**src/rtl/id_ex_issue_ctrl.sv**
```systemverilog
// ID/EX issue controller: holds the packed decode word for execute, inserts
// load-use bubbles, discards wrong-path words after taken branches, counts stalls.
module id_ex_issue_ctrl #(
    parameter int LOAD_LAT   = 2,
    parameter int FLUSH_DROP = 1,
    parameter int CNT_W      = 16
) (
    input  logic             clk,
    input  logic             rst_n,
    input  logic             id_valid,
    input  logic [39:0]      id_ctrl,
    output logic             id_ready,
    output logic             ex_valid,
    output logic [39:0]      ex_ctrl,
    input  logic             ex_ready,
    input  logic             branch_taken,
    output logic [CNT_W-1:0] stall_cycles,
    output logic             flushing
);

    typedef struct packed {
        logic [3:0] af;
        logic       i;
        logic       alu_mux_sel;
        logic [2:0] shift_type;
        logic [4:0] cad;
        logic       gp_we;
        logic [1:0] gp_mux_sel;
        logic [3:0] bf;
        logic [1:0] pc_mux_select;
        logic       mem_wren;
        logic       mem_rren;
        logic [4:0] rs;
        logic [4:0] rt;
        logic [4:0] rd;
    } dec_t;

    typedef enum logic {RUN, FLUSH} state_t;

    localparam logic [2:0] LAT3     = 3'(LOAD_LAT);
    localparam logic [2:0] DROP3    = 3'(FLUSH_DROP);
    localparam bit         HAS_DROP = (FLUSH_DROP > 0);

    function automatic logic is_load(input dec_t w);
        return w.mem_rren && w.gp_we && (w.cad != 5'd0);
    endfunction

    // rt is a real source for R-type, stores and branches; I-type ALU ops ignore it
    function automatic logic reads_reg(input dec_t w, input logic [4:0] r);
        logic rt_used;
        rt_used = (w.rt != 5'd0) && (!w.i || w.mem_wren || (w.bf != 4'd0));
        return (r != 5'd0) && (((w.rs != 5'd0) && (w.rs == r)) || (rt_used && (w.rt == r)));
    endfunction

    state_t     state;
    logic [2:0] drop_cnt;
    logic [2:0] trk_cnt;
    logic [4:0] trk_cad;

    logic adv, br_take, hazard, ex_is_load;

    always_comb begin
        adv        = !ex_valid || ex_ready;
        br_take    = branch_taken && ex_valid && ex_ready;
        ex_is_load = is_load(dec_t'(ex_ctrl));
        hazard     = 1'b0;
        if (id_valid && (state == RUN)) begin
            if (ex_valid && ex_is_load && reads_reg(dec_t'(id_ctrl), ex_ctrl[30:26]))
                hazard = 1'b1;
            // trk_cnt==1 means the result is forwardable this cycle
            if ((trk_cnt > 3'd1) && reads_reg(dec_t'(id_ctrl), trk_cad))
                hazard = 1'b1;
        end
    end

    assign flushing = (state == FLUSH);
    assign id_ready = br_take || flushing || (adv && !hazard);

    always_ff @(posedge clk or negedge rst_n) begin
        if (!rst_n) begin
            state    <= RUN;
            drop_cnt <= 3'd0;
            ex_valid <= 1'b0;
            ex_ctrl  <= 40'd0;
        end else if (br_take) begin
            ex_valid <= 1'b0;
            if (HAS_DROP) begin
                state    <= FLUSH;
                drop_cnt <= DROP3;
            end
        end else if (state == FLUSH) begin
            ex_valid <= 1'b0;
            drop_cnt <= drop_cnt - 3'd1;
            if (drop_cnt == 3'd1)
                state <= RUN;
        end else if (adv) begin
            if (id_valid && !hazard) begin
                ex_valid <= 1'b1;
                ex_ctrl  <= id_ctrl;
            end else begin
                ex_valid <= 1'b0;
            end
        end
    end

    // Remembers the most recent load to leave EX until its result is forwardable
    always_ff @(posedge clk or negedge rst_n) begin
        if (!rst_n) begin
            trk_cnt <= 3'd0;
            trk_cad <= 5'd0;
        end else if (ex_valid && ex_ready && ex_is_load) begin
            trk_cad <= ex_ctrl[30:26];
            trk_cnt <= LAT3;
        end else if (trk_cnt != 3'd0) begin
            trk_cnt <= trk_cnt - 3'd1;
        end
    end

    always_ff @(posedge clk or negedge rst_n) begin
        if (!rst_n)
            stall_cycles <= '0;
        else if (id_valid && !id_ready && (stall_cycles != {CNT_W{1'b1}}))
            stall_cycles <= stall_cycles + 1'b1;
    end

endmodule

```
**config.mk**
```make
export PLATFORM = sky130hd
export DESIGN_NAME = id_ex_issue_ctrl
export DESIGN_NICKNAME = d
export VERILOG_FILES = /design/src/rtl/id_ex_issue_ctrl.sv
export SDC_FILE = /design/constraint.sdc
export NUM_CORES = 1
export LEC_CHECK = 0
export CAP_MARGIN = 25
export CORE_ASPECT_RATIO = 1.4
export CORE_MARGIN = 1.5
export CORE_UTILIZATION = 45
export DETAILED_ROUTE_END_ITERATION = 7
export PLACE_DENSITY = 0.8
export SLEW_MARGIN = 20
export SYNTH_ARGS = -nofsm -noshare
export SYNTH_HDL_FRONTEND = slang
export SYNTH_SLANG_ARGS = --single-unit
```
**constraint.sdc**
```tcl
create_clock -name clk -period 3.6 [get_ports clk]
set_input_delay 0.36 -clock clk [delete_from_list [all_inputs] [get_ports clk]]
set_output_delay 0.36 -clock clk [all_outputs]
set_load 0.02 [all_outputs]
```
M2 wires:
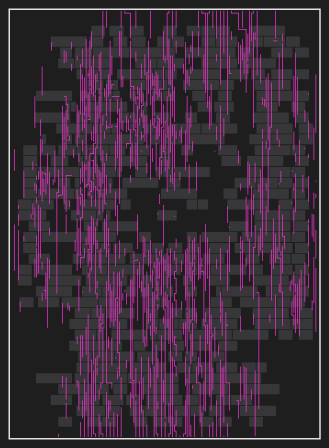
The layer holds 53% of the routed length. The wires run mostly vertical.
Post-Route WL: 7900 um
DR vias: 2,582
met2 Track Usage GR: 34.5%

The metal 1 layer:
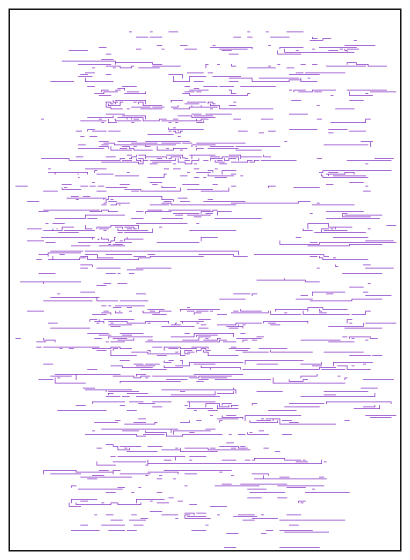
The longest straight run is 34.5 um. The layer carries 3,250 um of wire. The wires run mostly horizontal. 381 nets have wire on it.
met1 Use GR: 23.4%

Placed standard cells:
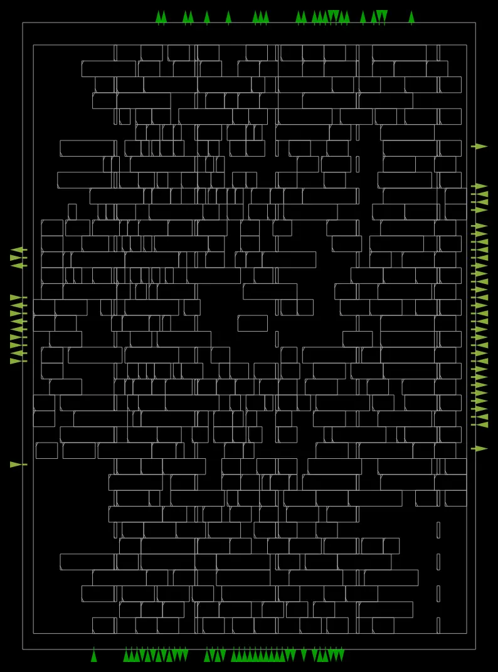
final cell count without fillers: 489
fillcell total: 570
Flops: 69
fraction of area in registers: 35.8%
Post-Route Utilization: 64.7%

==> flow_summary.yaml <==
# yosys + openroad results
run:
  cap_violations: 0
global_route:
  met3_usage_pct: 3.06
  grt_pass1_wl_um: 12700
  top_usage_layer: "met2"
  grtUsageTotal_pct: 19.9
  grt_max_degree: 43
layout:
  nClkBuffers: 14
  area_share_clock_buf_inv_pct: 3.99
  finalInstanceArea_sq_um: 4820
  final_cell_mix: "clkdlybuf4s50_1 (102), dfrtp_1 (69), mux2_4 (40)"
  signal_buffers: 109
  sh_comb_area_pct: 34.5
  n_all_inverters: 9
  area_growth_pct: 38.3
  largest_class: "flip-flops and latches"
floorplanning:
  fp-row-count: 37
  die_area_sq_um: 8300
  die_w_um: 77.4
  tap_cells: 97
  die_h_um: 107
synth:
  flop_cell: "dfrtp_1"
  floorplan.nets: 327
  synth_area_per_cell_sq_um: 12.6
  yosys_cells: 276
  async_reset_ff_share_pct: 100
  syn-instance-count: 276
  most_common_cell: "dfrtp_1"
  synth.area.top_cells: "dfrtp_1 (49%), mux2_4 (17%), xor2_1 (8.3%)"
  synth-edff-count: 0
  ys_seq_share_pct: 49.5
place:
  dp_slack_ns: 0.533
  dp_cells: 472
routing:
  route.detailed.drc: 0
  wl_per_cell_um: 16.2
  drtIter0Drc: 55
  viasPerCell: 5.28
  highest_layer: "met4"
  wl_met1_um: 3250
setup_path:
  crit_arrival_ns: 2.70
  cp_max_fo: 4
  cp-end-kind: "primary output"
  timing.critical_path.mode_cell: "clkdlybuf4s50_1"
  worstReg2RegEnd: "ex_ctrl[4]"
  worst_setup_path_start_kind: "input pin"
  path_cells: "clkdlybuf4s50_1, or4_1, a2bb2oi_1, nand4_1, and4_1, o21ai_0, nand2_1, clkdlybuf4s50_1"
  crit_path_end: "id_ready"
  reg2reg_slack_ns: 1.01
  required_ns: 3.24
  crit_path_max_incr_delay_ns: 0.60
sta:
  report.final.slew_viol_count: 0
  hold_viol_final: 0
  worstMarginPinSlew_ns: 0.616
  min_period_ns: 3.06
power:
  power_mw: 4.01
  power_leakage_nw: 2.19
  ir_drop_mv: 0.432
clocking:
  cts_tree: "built"
  cts.clk_slew.worst_paths_ns: 0.07
  cts.sinks: 69
  cts_resized: 0
outcome:
  status: "completed"
Placement density heat map:
The die is cut into 8 by 11 equal tiles; white is low, dark blue is high, 0 to 100% covered.
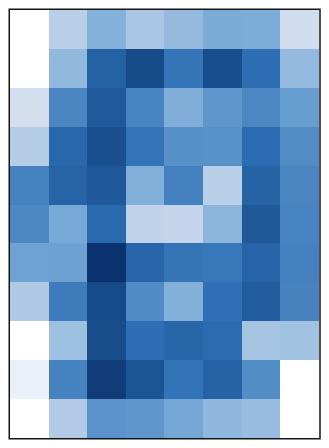
The fullest tile reaches 99%. 28% of the tiles are over 75% full. 6.8% of the tiles are nearly empty. The mean over all tiles is 57%.
fp_density: 46.8%
Core ar.: 7450 sq um

Sequential cells grouped by signal name:
Other sequential cells in the stronger gray, the rest of the logic in the fainter gray.
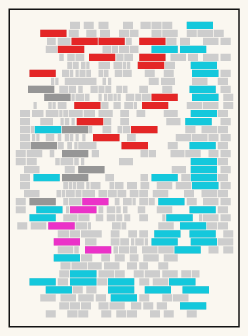
trk_cad: drawn in magenta, placed flops 5. ex_ctrl: drawn in cyan, placed flops 40, where all over the die. stall_cycles: drawn in red, placed flops 16.
P_seq: 1.41 mW
storage element area: 1730 sq um

## state kept, by name, summed over array words and instances, names as in the netlist
| signal | flops |
|---|---|
| ex_ctrl | 40 |
| drop_cnt | 3 |
| ex_valid | 1 |
| trk_cad | 5 |
| stall_cycles | 16 |
| trk_cnt | 3 |
| flushing | 1 |
## power breakdown
part	total, mW	leakage, nW	switching (mW)	internal [mW]
logic	1.98	1.25	0.868	1.11
registers	1.41	0.841	0.305	1.10
clock network	0.619	0.0968	0.264	0.355
## kinds of logic after synthesis
kind of cell / synth area share, %
xor+xnor: 8.78
buf+inv: 2.83
compound gates: 6.60
fa+ha+maj: 2.15
simple gates: 9.75
flops: 49.5
mux: 20.4
## what timing repair did
item / CTS / global route
endpoints found under the hold margin: 0 / 8
hold buffers: 0 / 1
setup buffers: 0 / 0
Power figures rest on the tool's default switching activity, not on a simulated workload.
